### src/rtl/imm_extend_pipe.sv
// Pipelined immediate extender (sign/zero/upper/shifted-branch) with a 2-entry skid buffer.
// Optional macro IMM_EXT_CNT_EN adds the ext_cnt output-transfer counter port.
module imm_extend_pipe #(
    parameter int IN_W  = 16,
    parameter int OUT_W = 32,
    parameter int SHIFT = 2,
    parameter int TAG_W = 5
) (
    input  logic             clk,
    input  logic             rst_n,
    input  logic             in_valid,
    output logic             in_ready,
    input  logic [IN_W-1:0]  in_imm,
    input  logic [1:0]       in_mode,
    input  logic [TAG_W-1:0] in_tag,
    output logic             out_valid,
    input  logic             out_ready,
    output logic [OUT_W-1:0] out_imm,
    output logic [TAG_W-1:0] out_tag
`ifdef IMM_EXT_CNT_EN
    ,
    output logic [31:0]      ext_cnt
`endif
);

    typedef enum logic [1:0] {
        S_EMPTY = 2'd0,
        S_ONE   = 2'd1,
        S_FULL  = 2'd2
    } state_t;

    state_t             state_q, state_d;
    logic [OUT_W-1:0]   or_imm_q, or_imm_d, sr_imm_q, sr_imm_d;
    logic [TAG_W-1:0]   or_tag_q, or_tag_d, sr_tag_q, sr_tag_d;
    logic [OUT_W-1:0]   sext_imm;
    logic [OUT_W-1:0]   ext_imm;
    logic               accept;

    // Extension happens on the way in so only finished results are buffered.
    always_comb begin
        sext_imm = {{(OUT_W-IN_W){in_imm[IN_W-1]}}, in_imm};
        ext_imm  = sext_imm;
        case (in_mode)
            2'b00:   ext_imm = sext_imm;
            2'b01:   ext_imm = {{(OUT_W-IN_W){1'b0}}, in_imm};
            2'b10:   ext_imm = {in_imm, {(OUT_W-IN_W){1'b0}}};
            default: ext_imm = sext_imm << SHIFT;
        endcase
    end

    assign in_ready  = (state_q != S_FULL);
    assign out_valid = (state_q != S_EMPTY);
    assign accept    = in_valid & in_ready;
    assign out_imm   = or_imm_q;
    assign out_tag   = or_tag_q;

    always_comb begin
        state_d  = state_q;
        or_imm_d = or_imm_q;
        or_tag_d = or_tag_q;
        sr_imm_d = sr_imm_q;
        sr_tag_d = sr_tag_q;
        case (state_q)
            S_EMPTY: begin
                if (accept) begin
                    or_imm_d = ext_imm;
                    or_tag_d = in_tag;
                    state_d  = S_ONE;
                end
            end
            S_ONE: begin
                if (accept && out_ready) begin
                    or_imm_d = ext_imm;
                    or_tag_d = in_tag;
                end else if (accept) begin
                    // Consumer stalled: park the new beat behind the held one.
                    sr_imm_d = ext_imm;
                    sr_tag_d = in_tag;
                    state_d  = S_FULL;
                end else if (out_ready) begin
                    state_d = S_EMPTY;
                end
            end
            S_FULL: begin
                if (out_ready) begin
                    or_imm_d = sr_imm_q;
                    or_tag_d = sr_tag_q;
                    state_d  = S_ONE;
                end
            end
            default: state_d = S_EMPTY;
        endcase
    end

    always_ff @(posedge clk or negedge rst_n) begin
        if (!rst_n) begin
            state_q  <= S_EMPTY;
            or_imm_q <= '0;
            or_tag_q <= '0;
            sr_imm_q <= '0;
            sr_tag_q <= '0;
        end else begin
            state_q  <= state_d;
            or_imm_q <= or_imm_d;
            or_tag_q <= or_tag_d;
            sr_imm_q <= sr_imm_d;
            sr_tag_q <= sr_tag_d;
        end
    end

`ifdef IMM_EXT_CNT_EN
    logic [31:0] cnt_q, cnt_d;

    always_comb begin
        cnt_d = cnt_q;
        if (out_valid && out_ready) begin
            cnt_d = cnt_q + 32'd1;
        end
    end

    always_ff @(posedge clk or negedge rst_n) begin
        if (!rst_n) begin
            cnt_q <= '0;
        end else begin
            cnt_q <= cnt_d;
        end
    end

    assign ext_cnt = cnt_q;
`endif

endmodule
### config.mk
export PLATFORM = sky130hd
export DESIGN_NAME = imm_extend_pipe
export DESIGN_NICKNAME = d
export VERILOG_FILES = /design/src/rtl/imm_extend_pipe.sv
export SDC_FILE = /design/constraint.sdc
export NUM_CORES = 1
export LEC_CHECK = 0
export CAP_MARGIN = 0
export CORE_AREA = 2 2 94 96
export DETAILED_ROUTE_END_ITERATION = 8
export DIE_AREA = 0 0 96 98
export GPL_TIMING_DRIVEN = 0
export HOLD_SLACK_MARGIN = 0.05
export PLACE_DENSITY = 0.83
export SLEW_MARGIN = 40
export SYNTH_ARGS = -nofsm -noshare
export SYNTH_HDL_FRONTEND = slang
export SYNTH_SLANG_ARGS = --single-unit
### constraint.sdc
create_clock -name clk -period 1.68 [get_ports clk]
set_clock_uncertainty 0.1 [all_clocks]
set_input_delay 0.336 -clock clk [delete_from_list [all_inputs] [get_ports clk]]
set_output_delay 0.336 -clock clk [all_outputs]
set_load 0.1 [all_outputs]
==> run_1/layer_met4.png <==
Scale bar: 20 µm. Supply wires on this layer in gray.
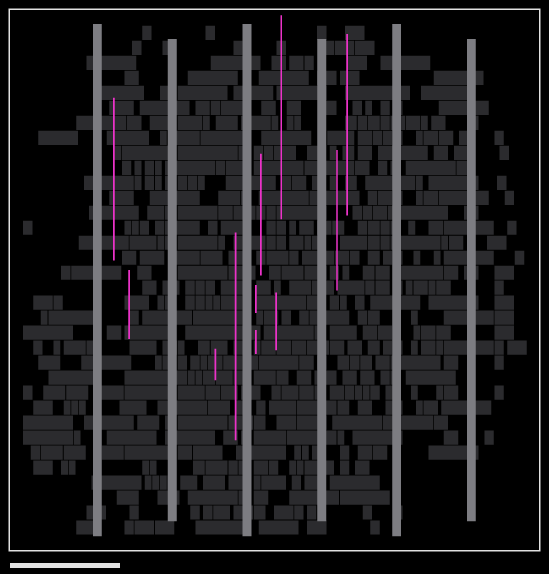
- longest straight run: 37.4 µm
- share of all routed wire: 2.0%
- main direction: vertical
- wire length on this layer: 220 µm
- nets with wire on the layer: 9
Vias: 3722
Final Routed Wirelength: 11300 µm

==> run_1/placement_by_type.png <==
Scale bar: 20 µm. Fill, decap, tap and diode cells in gray.
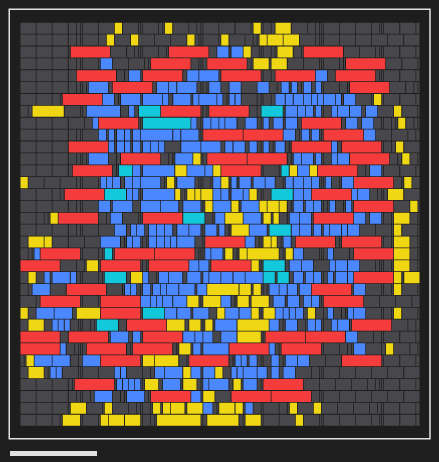
- yellow: remaining buffers and delay cells (cells 117; share of their area 18%)
- cyan: clock drivers and dummy loads (cells 16; share of their area 4.0%)
- red: sequential cells (cells 76; share of their area 38%)
- blue: combinational and other logic (cells 301; share of their area 40%)

==> datasheet_impl.txt, run 1 <==
Characteristics after synthesis and place and route

Parameter                              Value

Placement
  Placed wire-length estimate .................. 7750 µm
  Placed standard-cell area .................. 4660 µm²
  Post-place setup slack .................. -0.560 ns
  Final Wtd Congestion .................. 0.902
  Total of buffers placed on input and output ports .................. 63

Clock tree
  Maximum buffer depth of the clock tree .................. 2
  Clock root cell .................. sky130_fd_sc_hd__clkbuf_8
  Sinks on the clock net .................. 76
  Clock H-tree levels .................. 3
  TritonCTS clock tree .................. done
  Clock-pin slew on the worst setup and hold paths .................. 0.08 ns
  Clock buffer count from CTS .................. 9
  Insertion Delay late pin .................. 0.35 ns

Routing
  Vias per inst .................. 6.02
  Per-cell routed wire length .................. 18.3 µm
  Number of DRC violations after detailed-routing iteration 0 .................. 393
  DRC viols .................. 0
  Number of antenna-violating nets in the routed design .................. 0
  Iteration count of the initial detailed-routing pass .................. 5

Worst setup path
  Required time of the critical path .................. 1.24 ns
  Crit Path Max Fanout .................. 10
  Largest stage delay on the critical path .................. 0.40 ns
  Critical Path Start .................. state_q[1]$_DFFE_PN0P_
  Data arrival at the endpoint of the critical path .................. 1.42 ns
  Launch point of the worst reg-to-reg path .................. state_q[0]$_DFFE_PN0P_
  Slowest cell on the critical path .................. sky130_fd_sc_hd__dfrtp_1
  CP Cell Sequence .................. buf_4 -> or2_2 -> buf_12
  Element type at the critical path start .................. flip-flop
  Endpoint type of the worst setup path .................. output pin
  Reg-to-reg slack, setup .................. 0.02 ns
  Path type of the worst setup path .................. reg2out

Synth
  Yosys-reported design area after synthesis .................. 4060 µm²
  Main kind of combinational logic by area .................. AND-OR/OR-AND gates
  XOR-XNOR Cells, Area Fraction .................. 0
  Cell Area, Synth .................. 4060 µm²
  Area share of and-or/or-and cells after synthesis .................. 0.262
  Cell total in the yosys stat output .................. 420
  Yosys warning tally .................. 0
  Adder Share, Synth .................. 0
  Seq/Total Area, Yosys .................. 0.469
  Number of synthesized register bits .................. 76
  Syn avg cell area .................. 9.66 µm²
  Net count after synthesis .................. 447
  Area fraction in mux cells .................. 0.0719
  Simple logic cell fraction of the synthesized area .................. 0.138
  Count of mapped cells out of synthesis .................. 420
  Library cells used by synthesis .................. 38

Timing
  Tightest slew margin relative to the limit .................. 0.675
  Setup repair after global routing missed its margin .................. yes
  Maximum clock rate .................. 540 MHz
  Final setup slack of the worst path .................. -0.173 ns
  Setup violation total in the final timing report .................. 2
  Slew Limit Fails .................. 0
  Transition time at the pin with the least slew margin .................. 0.488 ns
  Final worst-path cycle share .................. 1.10
  Hold slack .................. 0.310 ns
  Hold violation total from the final report .................. 0
  Clock period minus worst slack .................. 1.85 ns

Floorplan
  Die outline height .................. 98 µm
  Die ar. .................. 9410 µm²
  I/O pin cnt .................. 66
  Floorplan-stage core utilization .................. 0.479
  Die Wd .................. 96 µm
  Row cnt .................. 34

Power and ir drop
  Sw Ratio .................. 0.513
  Int Pwr .................. 0.00420 W
  Leakage power .................. 2.29 nW
  Power per cell area .................. 1680 nW/µm²
  Proportion of power drawn by combinational gates .................. 0.508
  Switching Power .................. 0.00442 W
  Share of total power in the clock network .................. 0.166
  Largest voltage drop on the vdd net .................. 0.000905 V
  Portion of total power attributed to sequential cells .................. 0.326

Outcome
  Status .................. complete, but fails checks
  Failing checks .................. setup timing

Cells and area
  Commonest Layout Cell .................. sky130_fd_sc_hd__dfrtp_1
  Commonest cells after routing, fill and taps aside .................. 76 x sky130_fd_sc_hd__dfrtp_1, 52 x sky130_fd_sc_hd__nand2_1, 51 x sky130_fd_sc_hd__buf_2
  Final Net Count .................. 532
  Final antenna diode count .................. 0
  Post-layout instance area .................. 5140 µm²
  Area growth, synth to finish .................. 26.6%
  Layout cell share with drive strength beyond 1 .................. 0.302

Hold path
  Kind of path behind the tightest hold check .................. in2async

Global route
  Largest net degree at the start of global routing .................. 52
  Initial antenna violation count .................. 0
  Total gr overflow .................. 0
  Vias in the first global route .................. 3481
  GRT Overall Usage .................. 0.240
  Wire length of the first global-routing pass .................. 17500 µm

Job
  MaxCap Viol Count .................. 0
  OpenROAD warning count .................. 28
==> run_1/cell_density.png <==
The die is cut into 10 by 10 equal tiles; white is low, dark blue is high, 0 to 100% covered.
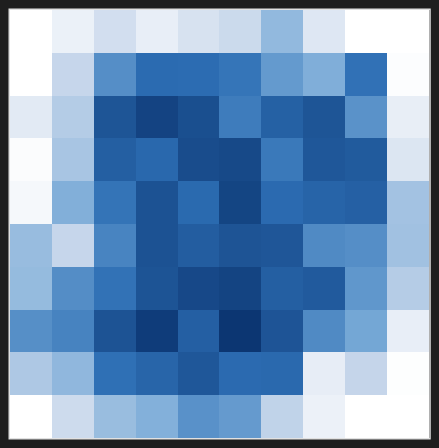
- nearly empty tiles: 9.0%
- emptiest ninth of the die: south-east
- mean over tiles: 53%
- fullest tile: 98%
- tiles over 75% full: 37%
- densest ninth of the die: center
core footprint: 8470 µm²
final core utilization: 0.607

==> run_1/layer_met1.png <==
Supply wires on this layer in gray.
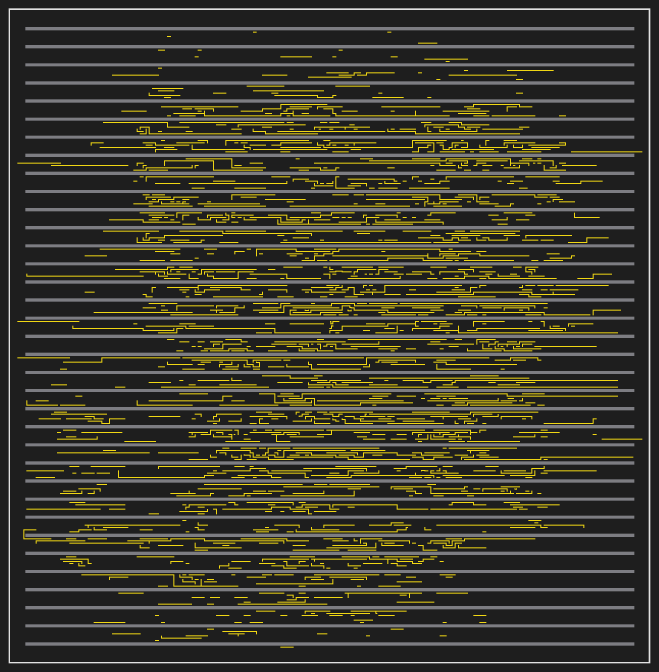
- longest straight run: 27.1 µm
- wire length on this layer: 4660 µm
- share of all routed wire: 41%
- nets with wire on the layer: 482
- main direction: horizontal

[run 1: worst paths after layout]
check | endpoint | depth (start not counted)
setup / recovery | out_valid | 3
hold / removal | out_tag[0]$_DFFE_PN0P_ | 2
setup reg to reg | out_imm[24]$_DFFE_PN0P_ | 6
hold reg to reg | sr_imm_q[1]$_DFFE_PN0P_ | 2
max in group asynchronous | sr_imm_q[6]$_DFFE_PN0P_ | 3
min in group clk | sr_imm_q[15]$_DFFE_PN0P_ | 3
[run 1: Yosys cell counts (all sizes together)]
cell	n	area share
and2	2	0.0031
nand3	5	0.0062
nor2	28	0.026
dfrtp	76	0.47
buf	28	0.043
nand2b	4	0.0080
mux2i	1	0.0025
and3b	3	0.0065
o311ai	2	0.0043
a21bo	1	0.0025
inv	3	0.0028
o31ai	27	0.060
and2b	3	0.0056
nand3b	1	0.0019
or2	1	0.0015
nor3b	1	0.0019
a21oi	29	0.037
nand4bb	1	0.0028
o22ai	1	0.0015
a211oi	29	0.054
clkbuf	15	0.014
and3	1	0.0015
nor2b	14	0.022
o211ai	29	0.054
mux2	25	0.069
o21ai	31	0.041
a31oi	6	0.0093
and4bb	1	0.0031
nand2	52	0.048
[run 1: stage by stage]
| step | total power, W | std cells | TNS (ns) |
|---|---|---|---|
| after floorplan | 0.00617 | 420 | 0 |
| after global placement | 0.00722 | 591 | -221.55 |
| after detailed placement | 0.00701 | 592 | -32.42 |
| after CTS | 0.00853 | 615 | -0.476 |
| after global routing | 0.00898 | 618 | -0.540 |
| final | 0.00862 | 618 | -0.273 |
[run 1: metal layers]
| metal | wire [µm] | track usage | vias up |
|---|---|---|---|
| met5 | 0 | 0 | - |
| met2 | 5580 | 0.384 | 180 |
| li1 | - | - | 1694 |
| met1 | 4660 | 0.328 | 1825 |
| met4 | 219 | 0.0813 | 0 |
| met3 | 829 | 0.0440 | 23 |
[run 1: area by class of cell]
cell class / instances / area, µm²
Tap cell: 108 / 135
Multi-Input combinational cell: 298 / 1990
Inverter: 3 / 13.8
Timing Repair Buffer: 76 / 616
Fill cell: 701 / 3330
Clock buffer: 10 / 138
Clock inverter: 6 / 63.8
Sequential cell: 76 / 1900
Buffer: 41 / 279
[run 1: what timing repair did]
| item | in CTS | in global routing |
|---|---|---|
| hold buffers | 1 | 0 |
| setup endpoints to repair | 55 | 58 |
| endpoints found under the hold margin | 25 | 0 |
| buffers inserted | 7 | 4 |
| pin swaps | 1 | 3 |
| resized | 32 | 36 |
[run 1: state kept, by name, summed over array words and instances, names as in the netlist]
name,count
sr_imm_q,32
state_q,2
sr_tag_q,5
out_imm,32
out_tag,5
[run 1: power groups by stage]
stage,clock [W],combinational [W],sequential (W)
finish,0.00143,0.00438,0.00281
global route,0.00153,0.00458,0.00288
CTS,0.00143,0.00429,0.00281
detailed placement,0,0.00416,0.00285
global placement,0,0.00440,0.00282
floorplan,0,0.00116,0.00501
[run 1: worst max-delay path: cells and delay by family (launching register included)]
family	cells	cell delay (ns)
flops	1	0.40
buf+inv	2	0.34
simple gates	1	0.32
==> run_1/congestion.png <==
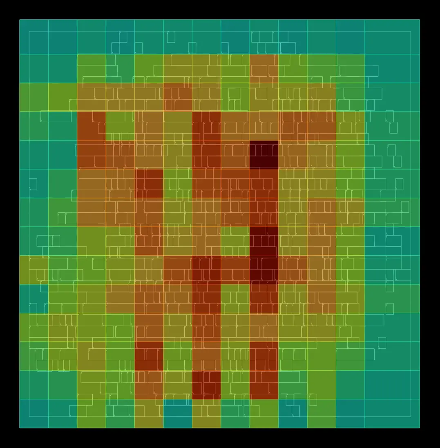

==> run 1 -> run 2 <==
- PLACE_DENSITY: 0.83 -> 0.69
==> run_2/congestion.png <==
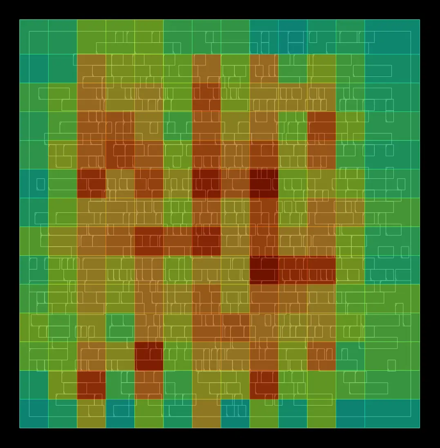
final core utilization: 0.610
met2 Track Usage GR: 0.384
GRT Overall Usage: 0.251
global routing's busiest layer: met2
met3 Resource Use GR: 0.0386

==> run 2 against run 1 <==
Compared with the run above: the flow still finishes with violations (setup timing); final cell count unchanged; clock power up about 10%; area after synthesis unchanged; via count down 3.3%; fmax down 1.4%; sequential share of layout area down 0.19 points; flip-flop count unchanged; first-iteration DRC count down 24%; synthesized cell count unchanged; worst hold slack worse by 0.023 ns; die size unchanged; largest cell class unchanged; highest routed layer unchanged.
==> datasheet_impl.txt, run 2 <==
Characteristics after synthesis and place and route

Parameter                              Value

Outcome
  Status .................. complete, but fails checks
  Failing checks .................. setup timing

Clock tree
  Clock H-tree levels .................. 3 (unchanged)
  Maximum buffer depth of the clock tree .................. 2 (unchanged)
  Sinks on the clock net .................. 76 (unchanged)
  Clock root cell .................. sky130_fd_sc_hd__clkbuf_8
  Insertion Delay late pin .................. 0.35 ns (about the same)
  Clock buffer count from CTS .................. 9 (unchanged)
  Clock-pin slew on the worst setup and hold paths .................. 0.08 ns (about the same)
  TritonCTS clock tree .................. done

Synth
  Syn avg cell area .................. 9.66 µm² (unchanged)
  Top flip-flop cell by instance count after synthesis .................. sky130_fd_sc_hd__dfrtp_1
  Cell total in the yosys stat output .................. 420 (unchanged)
  Area share of the largest cell type after synthesis .................. 0.469 (unchanged)
  Most used standard cell by instance count after synthesis .................. sky130_fd_sc_hd__dfrtp_1
  Leading post-synthesis cells by instance count .................. 76 x sky130_fd_sc_hd__dfrtp_1, 52 x sky130_fd_sc_hd__nand2_1, 29 x sky130_fd_sc_hd__a211oi_1, 29 x sky130_fd_sc_hd__o211ai_1
  Largest area contributor in the netlist .................. sky130_fd_sc_hd__dfrtp_1
  Number of synthesized register bits .................. 76 (unchanged)
  Count of mapped cells out of synthesis .................. 420 (unchanged)
  Proportion of synthesized flip-flops having asynchronous set or reset .................. 1.00 (unchanged)
  Yosys warning tally .................. 0 (unchanged)
  Cell Area, Synth .................. 4060 µm² (unchanged)
  Post-synth tally of flip-flops with integrated enable .................. 0 (unchanged)
  Net count after synthesis .................. 447 (unchanged)
  Library cells used by synthesis .................. 38 (unchanged)
  Top cells by area in the synthesized netlist .................. sky130_fd_sc_hd__dfrtp_1 47%, sky130_fd_sc_hd__mux2_2 6.1%, sky130_fd_sc_hd__a211oi_1 5.4%
  Yosys-reported design area after synthesis .................. 4060 µm² (unchanged)
  Seq/Total Area, Yosys .................. 0.469 (unchanged)

Worst setup path
  Crit Path Max Fanout .................. 3 (-7)
  Path type of the worst setup path .................. reg2out
  Required time of the critical path .................. 1.24 ns (about the same)
  Data arrival at the endpoint of the critical path .................. 1.44 ns (+0.02 ns)
  Endpoint type of the worst setup path .................. output pin
  Cells on worst reg2reg path .................. 6 (unchanged)
  Element type at the critical path start .................. flip-flop

Routing
  Vias per inst .................. 5.83 (-3.3%)
  Number of antenna-violating nets in the routed design .................. 0 (unchanged)
  Iteration count of the initial detailed-routing pass .................. 5 (unchanged)
  Number of DRC violations after detailed-routing iteration 0 .................. 299 (-24%)
  Per-cell routed wire length .................. 18.0 µm (-1.2%)
  Final Routed Wirelength .................. 11100 µm (-1.2%)
  DRC viols .................. 0 (unchanged)
  Vias .................. 3601 (-3.3%)

Timing
  Maximum clock rate .................. 532 MHz (-1.4%)
  Final setup slack of the worst path .................. -0.198 ns (-0.0257 ns)
  Hold violation total from the final report .................. 0 (unchanged)
  Slew Limit Fails .................. 0 (unchanged)
  Setup repair after global routing missed its margin .................. yes
  Clock period minus worst slack .................. 1.88 ns (+0.0257 ns)
  Final worst-path cycle share .................. 1.12 (+0.0153)
  Setup violation total in the final timing report .................. 5 (+3)
  Tightest slew margin relative to the limit .................. 0.666 (-0.00894)
  Transition time at the pin with the least slew margin .................. 0.501 ns (+0.0134 ns)

Global route
  Wire length of the first global-routing pass .................. 18000 µm (+3.1%)
  Initial antenna violation count .................. 0 (unchanged)
  Vias in the first global route .................. 3460 (-0.60%)
  Largest net degree at the start of global routing .................. 47 (-9.6%)
  Total gr overflow .................. 0 (unchanged)

Power and ir drop
  Largest voltage drop on the vdd net .................. 0.000945 V (+4.4%)
  Portion of total power attributed to sequential cells .................. 0.320 (-0.006)
  Int Pwr .................. 0.00436 W (+3.8%)
  Share of total power in the clock network .................. 0.181 (+0.015)
  Sw Ratio .................. 0.502 (-0.0109)
  Total power draw .................. 0.00875 W (+1.5%)
  Power per cell area .................. 1700 nW/µm² (+0.99%)
  Leakage power .................. 2.32 nW (+1.3%)
  Proportion of power drawn by combinational gates .................. 0.499 (-0.009)
  Switching Power .................. 0.00439 W (-0.65%)

Placement
  Total of buffers placed on input and output ports .................. 63 (unchanged)
  Dpl cells .................. 592 (unchanged)
  Final Wtd Congestion .................. 0.854 (-5.3%)
  Placed wire-length estimate .................. 7720 µm (-0.40%)

Cells and area
  Multi-input gate area in the final layout .................. 2010 µm² (+0.88%)
  Layout cell share with drive strength beyond 1 .................. 0.300 (-0.00196)
  Final Net Count .................. 532 (unchanged)
  Post-route insts no fill .................. 618 (unchanged)
  Commonest cells after routing, fill and taps aside .................. 76 x sky130_fd_sc_hd__dfrtp_1, 52 x sky130_fd_sc_hd__nand2_1, 49 x sky130_fd_sc_hd__buf_2
  Area growth, synth to finish .................. 27.3%
  Area taken by flip-flops and latches .................. 1900 µm² (unchanged)
  Commonest Layout Cell .................. sky130_fd_sc_hd__dfrtp_1
  Count of filler cells inserted in the layout .................. 734 (+4.7%)
  Final antenna diode count .................. 0 (unchanged)

Hold path
  Worst Hold Path Cells .................. 3
  Kind of path behind the tightest hold check .................. in2reg

Floorplan
  Die Wd .................. 96 µm (unchanged)
  Row cnt .................. 34 (unchanged)
  Die ar. .................. 9410 µm² (unchanged)
  Core footprint .................. 8470 µm² (unchanged)
  I/O pin cnt .................. 66 (unchanged)
  Floorplan-stage core utilization .................. 0.479 (unchanged)
  Die outline height .................. 98 µm (unchanged)

Job
  OpenROAD warning count .................. 28 (unchanged)
  MaxCap Viol Count .................. 0 (unchanged)
[run 2: netlist changes by cell type in the layout (fill, tap and decap cells not counted), sizes merged]
cell      previous run  this run
bufinv               1         2
clkbuf              24        26
clkinv               3         1
clkinvlp             2         1
[run 2: worst paths after layout]
| path | start | slack [ns] | to |
|---|---|---|---|
| max | state_q[0]$_DFFE_PN0P_ | -0.20 | in_ready |
| min | in_imm[15] | 0.29 | sr_imm_q[15]$_DFFE_PN0P_ |
| max reg2reg | state_q[1]$_DFFE_PN0P_ | -0.04 | out_tag[1]$_DFFE_PN0P_ |
| min reg2reg | sr_imm_q[31]$_DFFE_PN0P_ | 0.38 | sr_imm_q[31]$_DFFE_PN0P_ |
| max in group asynchronous | rst_n | 0.64 | out_imm[31]$_DFFE_PN0P_ |
| min in group asynchronous | rst_n | 0.31 | sr_imm_q[11]$_DFFE_PN0P_ |
[run 2: cell type report]
type	instances	area share
Inverter	3	0.00218
Clock buffer	12	0.0281
Sequential cell	76	0.368
Buffer	43	0.0570
Multi-Input combinational cell	298	0.389
Timing Repair Buffer	74	0.115
Clock inverter	4	0.0141
Tap cell	108	0.0262
[run 2: repair_timing]
action                                  in CTS  in global routing
gates resized                               36                 28
hold endpoints to repair                    30                  0
setup buffers                                6                  4
hold buffers                                 1                  0
endpoints found under the setup margin      55                 35
pin swaps                                    1                  4
[run 2: worst max-delay path, stage by stage, from the launching register on]
cell                      delay (ns)
sky130_fd_sc_hd__dfrtp_1        0.40
sky130_fd_sc_hd__and2b_2        0.25
sky130_fd_sc_hd__inv_2          0.05
sky130_fd_sc_hd__buf_8          0.12
sky130_fd_sc_hd__buf_8          0.12
sky130_fd_sc_hd__buf_12         0.15
[run 2: metrics by stage]
step | setup TNS (ns) | util | hold WS [ns] | setup WS (ns) | cell area (µm²)
2_1_floorplan | 0 | - | -0.0596 | 0.113 | 4060
3_3_place_gp | -232.27 | 0.570 | 0.350 | -2.55 | 4820
3_5_place_dp | -32.41 | 0.550 | 0.136 | -0.558 | 4660
4_1_cts | -0.559 | 0.597 | 0.264 | -0.194 | 5050
5_1_grt | -0.738 | 0.610 | 0.308 | -0.218 | 5160
6_report | -0.497 | 0.610 | 0.286 | -0.198 | 5160
[run 2: cell families (layout without fill, tap and decap cells)]
logic type             count (synthesis)  in the layout  synth area share
buffers and inverters                 46            136            0.0592
multiplexers                          26             26            0.0719
AND-OR/OR-AND                        155            155             0.262
flip-flops                            76             76             0.469
AND/OR/NAND/NOR                      117            117             0.138
[run 2: per-layer routing]
layer / GRT usage / wire, µm
met1: 0.361 / 5030
met2: 0.384 / 5300
met4: 0.0890 / 203
met3: 0.0386 / 618
met5: 0 / 0
[run 2: power groups by stage]
stage / combinational (W) / clock [W] / sequential (W)
2_1_floorplan: 0.00116 / 0 / 0.00501
3_3_place_gp: 0.00442 / 0 / 0.00281
3_5_place_dp: 0.00417 / 0 / 0.00283
4_1_cts: 0.00428 / 0.00159 / 0.00279
5_1_grt: 0.00459 / 0.00167 / 0.00287
6_report: 0.00437 / 0.00158 / 0.00280
==> run_2/cell_density.png <==
The die is cut into 10 by 10 equal tiles; white is low, dark blue is high, 0 to 100% covered.
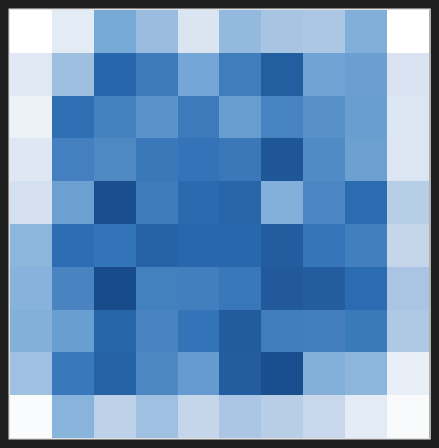

==> run 2 -> run 3 <==
- REMOVE_ABC_BUFFERS: default -> 1
==> run_3/cell_density.png <==
The die is cut into 10 by 10 equal tiles; white is low, dark blue is high, 0 to 100% covered.
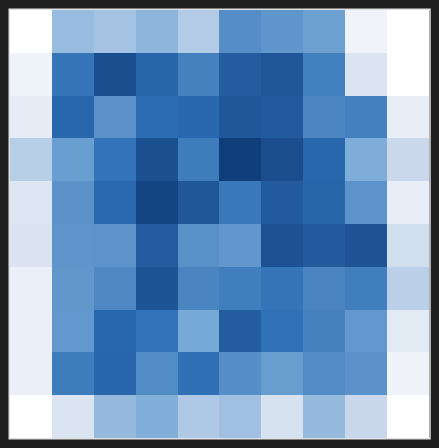
- fullest tile: 94%
- tiles over 75% full: 26%
- densest ninth of the die: center
final core utilization: 0.610
floorplan-stage core utilization: 0.479

==> run 3 against run 2 <==
Compared with the run above: the flow still finishes with violations (setup timing); non-clock buffer count decreased by 25; combinational power increased by 1%; clock power increased by 4%; final area about the same; largest cell class unchanged; first-iteration DRC count decreased by 25%; power increased by 1.7%; sequential share of layout area about the same; via count increased by 1.5%.
==> datasheet_impl.txt, run 3 <==
Characteristics after synthesis and place and route

Parameter                              Value

Floorplan
  I/O pin cnt .................. 66 (unchanged)
  Core footprint .................. 8470 µm² (unchanged)
  Die outline height .................. 98 µm (unchanged)
  Row cnt .................. 34 (unchanged)
  Die Wd .................. 96 µm (unchanged)
  Die ar. .................. 9410 µm² (unchanged)

Clock tree
  Clock-pin slew on the worst setup and hold paths .................. 0.08 ns (about the same)
  Insertion Delay late pin .................. 0.35 ns (about the same)
  Clock root cell .................. sky130_fd_sc_hd__clkbuf_8
  TritonCTS clock tree .................. done
  Clock buffer count from CTS .................. 9 (unchanged)
  Sinks on the clock net .................. 76 (unchanged)
  Clock H-tree levels .................. 3 (unchanged)
  Maximum buffer depth of the clock tree .................. 2 (unchanged)

Timing
  Tightest slew margin relative to the limit .................. 0.639 (-0.0268)
  Clock period minus worst slack .................. 1.73 ns (-0.145 ns)
  Final setup slack of the worst path .................. -0.0539 ns (+0.145 ns)
  Slew Limit Fails .................. 0 (unchanged)
  Setup violation total in the final timing report .................. 5 (unchanged)
  Final worst-path cycle share .................. 1.03 (-0.0860)
  Setup repair after global routing missed its margin .................. yes
  Maximum clock rate .................. 577 MHz (+8.3%)
  Transition time at the pin with the least slew margin .................. 0.541 ns (+0.0402 ns)
  Hold violation total from the final report .................. 0 (unchanged)

Job
  MaxCap Viol Count .................. 0 (unchanged)
  OpenROAD warning count .................. 27 (-3.6%)

Power and ir drop
  Total power draw .................. 0.00890 W (+1.7%)
  Sw Ratio .................. 0.497 (-0.00443)
  Power per cell area .................. 1720 nW/µm² (+1.6%)
  Share of total power in the clock network .................. 0.185 (+0.004)
  Int Pwr .................. 0.00447 W (+2.6%)
  Proportion of power drawn by combinational gates .................. 0.498 (about the same)
  Switching Power .................. 0.00442 W (+0.76%)
  Leakage power .................. 2.30 nW (-0.72%)
  Portion of total power attributed to sequential cells .................. 0.317 (-0.003)
  Largest voltage drop on the vdd net .................. 0.000769 V (-19%)

Synth
  Most used standard cell by instance count after synthesis .................. sky130_fd_sc_hd__dfrtp_1
  Yosys-reported design area after synthesis .................. 4060 µm² (unchanged)
  Seq/Total Area, Yosys .................. 0.469 (unchanged)
  Largest area contributor in the netlist .................. sky130_fd_sc_hd__dfrtp_1
  Top flip-flop cell by instance count after synthesis .................. sky130_fd_sc_hd__dfrtp_1
  Cell Area, Synth .................. 4060 µm² (unchanged)
  Cell total in the yosys stat output .................. 420 (unchanged)
  Number of synthesized register bits .................. 76 (unchanged)
  Proportion of synthesized flip-flops having asynchronous set or reset .................. 1.00 (unchanged)
  Leading post-synthesis cells by instance count .................. 76 x sky130_fd_sc_hd__dfrtp_1, 52 x sky130_fd_sc_hd__nand2_1, 29 x sky130_fd_sc_hd__a211oi_1, 29 x sky130_fd_sc_hd__o211ai_1
  Yosys warning tally .................. 0 (unchanged)
  Post-synth tally of flip-flops with integrated enable .................. 0 (unchanged)
  Count of mapped cells out of synthesis .................. 420 (unchanged)
  Syn avg cell area .................. 9.66 µm² (unchanged)
  Area share of the largest cell type after synthesis .................. 0.469 (unchanged)
  Library cells used by synthesis .................. 38 (unchanged)
  Top cells by area in the synthesized netlist .................. sky130_fd_sc_hd__dfrtp_1 47%, sky130_fd_sc_hd__mux2_2 6.1%, sky130_fd_sc_hd__a211oi_1 5.4%

Routing
  Vias .................. 3656 (+1.5%)
  Met2 wire length .................. 5910 µm (+12%)
  Iteration count of the initial detailed-routing pass .................. 6 (+1)
  Per-cell routed wire length .................. 19.9 µm (+10%)
  Highest routing layer actually used .................. met4
  Detailed route wirelength on metal3 .................. 672 µm (+8.7%)
  Number of DRC violations after detailed-routing iteration 0 .................. 225 (-25%)
  Number of antenna-violating nets in the routed design .................. 0 (unchanged)
  DRC viols .................. 0 (unchanged)
  Vias per inst .................. 6.09 (+4.6%)
  Final Routed Wirelength .................. 11900 µm (+7.0%)
  Routed length on met1 .................. 5100 µm (+1.5%)

Worst setup path
  Endpoint type of the worst setup path .................. output pin
  Crit Path Max Fanout .................. 3 (unchanged)
  CP Cell Sequence .................. and2b_4 -> inv_12 -> buf_12
  Data arrival at the endpoint of the critical path .................. 1.30 ns (-0.14 ns)
  Element type at the critical path start .................. flip-flop
  Slowest cell on the critical path .................. sky130_fd_sc_hd__dfrtp_2
  Buffers & Inverters on Critical Path .................. 2 (-2)
  Path type of the worst setup path .................. reg2out
  Largest stage delay on the critical path .................. 0.41 ns (about the same)
  CP top delay family .................. flip-flops
  Required time of the critical path .................. 1.24 ns (about the same)

Placement
  Post-place setup slack .................. -1.07 ns (-0.513 ns)
  Total of buffers placed on input and output ports .................. 65 (+3.2%)
  Final Wtd Congestion .................. 0.789 (-7.7%)
  Placed wire-length estimate .................. 6140 µm (-20%)

Outcome
  Status .................. complete, but fails checks
  Failing checks .................. setup timing

Hold path
  Kind of path behind the tightest hold check .................. reg2reg

Cells and area
  Commonest cells after routing, fill and taps aside .................. 74 x sky130_fd_sc_hd__dfrtp_1, 52 x sky130_fd_sc_hd__nand2_1, 37 x sky130_fd_sc_hd__buf_2
  Area growth, synth to finish .................. 27.3% (about the same)
  Commonest Layout Cell .................. sky130_fd_sc_hd__dfrtp_1
  Layout cell share with drive strength beyond 1 .................. 0.285 (-0.0154)
  Final antenna diode count .................. 0 (unchanged)
  Final Net Count .................. 514 (-3.4%)
  Count of filler cells inserted in the layout .................. 721 (-1.8%)

Global route
  GRT Overall Usage .................. 0.262 (+0.0108)
  Largest net degree at the start of global routing .................. 41 (-13%)
  Total gr overflow .................. 0 (unchanged)
  Wire length of the first global-routing pass .................. 18900 µm (+4.9%)
  Vias in the first global route .................. 3613 (+4.4%)
  Initial antenna violation count .................. 0 (unchanged)
==> run 3: routing by layer <==
layer  track usage  vias up
li1              -     1670
met1         0.364     1829
met2         0.416      135
met3        0.0316       22
met4         0.101        0
met5             0        -
==> run 3: logic make-up after synthesis <==
group	count (synthesis)	share of synthesized area
flops	76	0.469
simple gates	117	0.138
buf+inv	46	0.0592
compound gates	155	0.262
mux	26	0.0719
==> run 3: cell type report <==
type	count	area [µm²]	share of cell area
timing repair inverter	2	17.5	0.00339
multi-input combinational	303	2050	0.397
clock inverter	4	70.1	0.0136
clock buffer	12	165	0.0320
sequential	76	1900	0.369
tap	108	135	0.0262
timing repair buffer	92	796	0.154
inverter	3	26.3	0.00509
==> run 3: final timing paths <==
kind	from	endpoint	slack, ns	cells after the start
min in group asynchronous	rst_n	sr_imm_q[25]$_DFFE_PN0P_	0.40	2
worst min-delay path	sr_tag_q[0]$_DFFE_PN0P_	sr_tag_q[0]$_DFFE_PN0P_	0.38	2
worst min register to register	sr_tag_q[0]$_DFFE_PN0P_	sr_tag_q[0]$_DFFE_PN0P_	0.38	2
worst max register to register	state_q[0]$_DFFE_PN0P_	out_tag[3]$_DFFE_PN0P_	0	5
worst max-delay path	state_q[0]$_DFFE_PN0P_	in_ready	-0.05	3
max in group asynchronous	rst_n	sr_imm_q[21]$_DFFE_PN0P_	0.55	3
==> run 3: repair_timing <==
item / in CTS / in global routing
pin swaps: 4 / 1
gates cloned: 6 / 1
hold endpoints to repair: 36 / 0
resized: 30 / 12
setup buffers: 18 / 4
hold buffers: 1 / 0
endpoints found under the setup margin: 66 / 67
==> run 3: power by group through the flow <==
| stage | registers (W) | logic (W) | clock network [W] |
|---|---|---|---|
| after detailed placement | 0.00286 | 0.00409 | 0 |
| after global placement | 0.00284 | 0.00428 | 0 |
| final | 0.00282 | 0.00443 | 0.00164 |
| after floorplan | 0.00502 | 0.00105 | 0 |
| after CTS | 0.00280 | 0.00437 | 0.00165 |
| after global routing | 0.00289 | 0.00466 | 0.00173 |
==> run 3: worst register-to-register path: stages, from the launching register on <==
cell	delay, ns
sky130_fd_sc_hd__dfrtp_2	0.41
sky130_fd_sc_hd__and2b_4	0.33
sky130_fd_sc_hd__inv_12	0.05
sky130_fd_sc_hd__buf_12	0.13
sky130_fd_sc_hd__mux2_4	0.30
sky130_fd_sc_hd__mux2_4	0.26
==> run 3: metrics by stage <==
step	std cells	cell area [µm²]	hold slack, ns	TNS, ns
after floorplan	377	3830	-0.0596	-48.64
after global placement	550	4610	0.352	-347.93
after detailed placement	555	4540	0.157	-50.14
after CTS	595	5070	0.353	-0.109
after global routing	600	5160	0.398	-0.518
final	600	5160	0.382	-0.116
No activity file was given, so power comes from the tool's default toggle rates.
